--- config.mk ---
export PLATFORM = sky130hd
export DESIGN_NAME = id_ex_skid_stage
export DESIGN_NICKNAME = d
export VERILOG_FILES = /design/src/rtl/id_ex_skid_stage.sv
export SDC_FILE = /design/constraint.sdc
export NUM_CORES = 1
export LEC_CHECK = 0
export ABC_CLOCK_PERIOD_IN_PS = 2650
export CAP_MARGIN = 10
export CORE_MARGIN = 2
export CORE_UTILIZATION = 40
export DETAILED_ROUTE_END_ITERATION = 7
export PLACE_DENSITY = 0.77
export SYNTH_ARGS = -nofsm -noshare
export SYNTH_HDL_FRONTEND = slang
export SYNTH_SLANG_ARGS = --single-unit
--- constraint.sdc ---
create_clock -name clk -period 2.65 [get_ports clk]
set_input_delay 0.3975 -clock clk [delete_from_list [all_inputs] [get_ports clk]]
set_output_delay 0.3975 -clock clk [all_outputs]
set_load 0.1 [all_outputs]
--- src/rtl/id_ex_skid_stage.sv ---
// id_ex_skid_stage
//   One handshaked pipeline stage between Decode and Execute with a 2-entry
//   skid buffer. Back-pressure replaces the old global stall enable. Flush
//   turns the stage into a bubble, which presents an all-zero payload.
//   Saturating counters track bubble and stall cycles.
//
// Ports
//   clk, rst_n             clock, asynchronous active-low reset
//   in_valid/in_ready      upstream handshake
//   in_data   [DATA_W]     upstream payload (opaque)
//   out_valid/out_ready    downstream handshake
//   out_data  [DATA_W]     payload to Execute, zero whenever out_valid=0
//   flush                  synchronous kill of held and incoming payloads
//   cnt_clr                synchronous clear of both counters
//   bubble_cnt [CNT_W]     cycles with out_valid=0 (saturating)
//   stall_cnt  [CNT_W]     cycles with out_valid=1 and out_ready=0 (saturating)
module id_ex_skid_stage #(
  parameter int DATA_W = 122,
  parameter int CNT_W  = 16
) (
  input  logic              clk,
  input  logic              rst_n,
  input  logic              in_valid,
  output logic              in_ready,
  input  logic [DATA_W-1:0] in_data,
  output logic              out_valid,
  input  logic              out_ready,
  output logic [DATA_W-1:0] out_data,
  input  logic              flush,
  input  logic              cnt_clr,
  output logic [CNT_W-1:0]  bubble_cnt,
  output logic [CNT_W-1:0]  stall_cnt
);

  typedef enum logic [1:0] {
    EMPTY = 2'd0,
    ONE   = 2'd1,
    FULL  = 2'd2
  } state_t;

  localparam logic [CNT_W-1:0] CNT_MAX = '1;
  localparam logic [CNT_W-1:0] CNT_ONE = {{(CNT_W-1){1'b0}}, 1'b1};

  state_t            state, state_nxt;
  logic [DATA_W-1:0] main_q, main_nxt;
  logic [DATA_W-1:0] skid_q, skid_nxt;
  logic              in_fire, out_fire;

  assign in_fire  = in_valid & in_ready;
  assign out_fire = out_valid & out_ready;

  // State and payload registers.
  always_ff @(posedge clk or negedge rst_n) begin
    if (!rst_n) begin
      state  <= EMPTY;
      main_q <= '0;
      skid_q <= '0;
    end else begin
      state  <= state_nxt;
      main_q <= main_nxt;
      skid_q <= skid_nxt;
    end
  end

  // Next state. Every path into EMPTY also zeroes main, so main is zero
  // whenever the stage is empty; skid is zero whenever it is unused.
  always_comb begin
    state_nxt = state;
    main_nxt  = main_q;
    skid_nxt  = skid_q;
    if (flush) begin
      state_nxt = EMPTY;
      main_nxt  = '0;
      skid_nxt  = '0;
    end else begin
      case (state)
        EMPTY: begin
          if (in_fire) begin
            main_nxt  = in_data;
            state_nxt = ONE;
          end
        end
        ONE: begin
          if (in_fire && out_fire) begin
            main_nxt = in_data;
          end else if (in_fire) begin
            skid_nxt  = in_data;
            state_nxt = FULL;
          end else if (out_fire) begin
            main_nxt  = '0;
            state_nxt = EMPTY;
          end
        end
        FULL: begin
          // in_ready is low here, so only the drain case exists.
          if (out_fire) begin
            main_nxt  = skid_q;
            skid_nxt  = '0;
            state_nxt = ONE;
          end
        end
        default: begin
          state_nxt = EMPTY;
          main_nxt  = '0;
          skid_nxt  = '0;
        end
      endcase
    end
  end

  // Outputs decode registered state only: no out_ready -> in_ready path.
  always_comb begin
    in_ready  = (state != FULL);
    out_valid = (state != EMPTY);
    out_data  = out_valid ? main_q : '0;
  end

  // Performance counters, one cycle behind the conditions they count.
  always_ff @(posedge clk or negedge rst_n) begin
    if (!rst_n) begin
      bubble_cnt <= '0;
      stall_cnt  <= '0;
    end else if (cnt_clr) begin
      bubble_cnt <= '0;
      stall_cnt  <= '0;
    end else begin
      if (!out_valid && bubble_cnt != CNT_MAX)
        bubble_cnt <= bubble_cnt + CNT_ONE;
      if (out_valid && !out_ready && stall_cnt != CNT_MAX)
        stall_cnt <= stall_cnt + CNT_ONE;
    end
  end

endmodule

Fig. 1: routing congestion
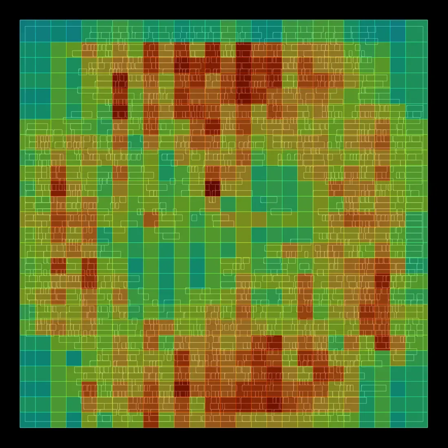
met1 layer usage reported by global route: 0.284
wire length per cell: 17.5 microns
met2 Track Usage GR: 0.364
overall track demand over capacity in global routing: 0.217
busiest layer in global routing: met2

Fig. 2: M2 wires
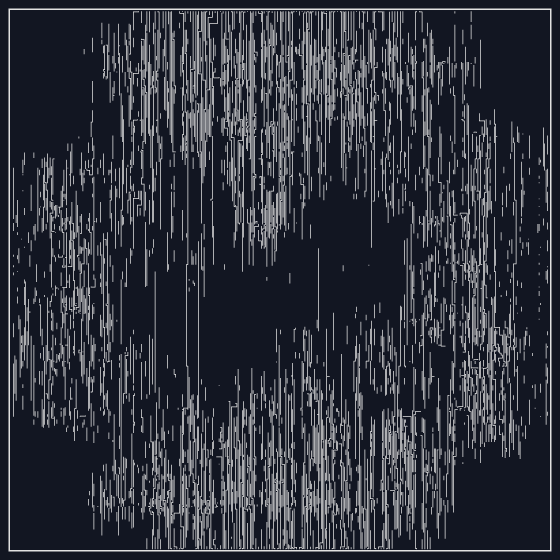
1,427 nets have wire on it. The wires run mostly vertical.

Fig. 3: met4 routing
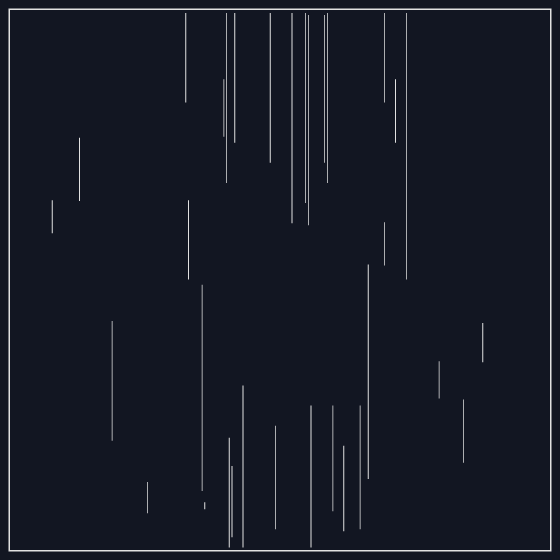
The layer carries 1,270 microns of wire. The longest straight run is 89.8 microns. 24 nets have wire on it.

==> metrics.cfg <==
[global_routing]
grt_max_degree=123
global_route.overflow_total=0
groute.layer.met3.usage=0.0277

[cells_and_area]
buf_share=0.242
logic_gate_count=1018
layout_cell_share_with_drive_strength_beyond_1=0.148
flip_flops=278
layout_top_cells=380 x sky130_fd_sc_hd__nand2_1, 278 x sky130_fd_sc_hd__dfrtp_1, 249 x sky130_fd_sc_hd__o21ai_0
combAreaFraction=0.291
logic_area_sq_um=5330
finalNetCount=1779

[synth]
syn_inst=1417
post_synth_and_or_nand_nor_area_fraction=0.211
floorplan.nets=1547
synth.logic.top_family=simple AND/OR/NAND/NOR gates
yosysWarningCount=0
yosys.cell_count.top_type=sky130_fd_sc_hd__nand2_1
synth-edff-count=0
flip_flop_and_latch_count_after_synthesis=278
postSynth.topFlopCell=sky130_fd_sc_hd__dfrtp_1
synth_top_area_share=0.547
syn-cell-area_sq_um=12700
and_or_or_and_share_of_the_synthesized_area=0.185
synthAdderAreaFrac=0.00197
ys_sh_xor=0.0138

[placed_design]
placed_area_sq_um=17200
post-dp-hpwl_microns=23500

[floorplanning]
io_pins=284
n_tap_cell=402
fp_util=0.404
rows=65
placeable_area_sq_um=31500
chipArea_sq_um=33300

[clock_network]
clk_latency_ns=0.55
clk_pin_slew_ns=0.06
cts-root-to-sink-buffers=3
htree_levels=1
cts_tree=done
numClockSinks=278

[route]
dr_iter_0_viols=702
met1_length_microns=15200

[status]
run_status=completed

[final_timing]
setup_total_negative_slack_ns=0
timing.final.crit_share=0.892

[worst_setup_path]
reg2reg_from=state[0]
timing.critical_path.from_type=flip-flop
critPathLaunch=state[0]

Fig. 4: signal wires on met1
Bar = 50 microns.
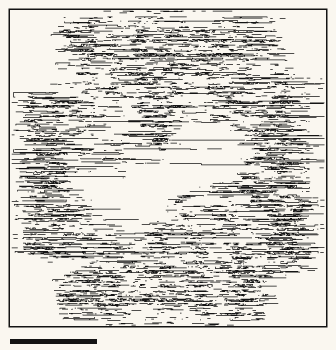
The layer holds 42% of the routed length. 1,576 nets have wire on it.

Fig. 5: M3 wires
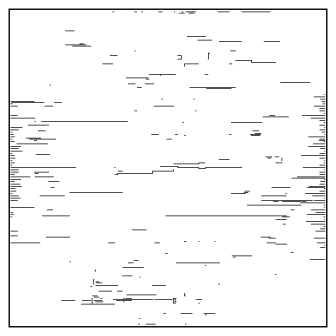
The layer holds 4.8% of the routed length. The layer carries 1,750 microns of wire. The longest straight run is 69.7 microns.

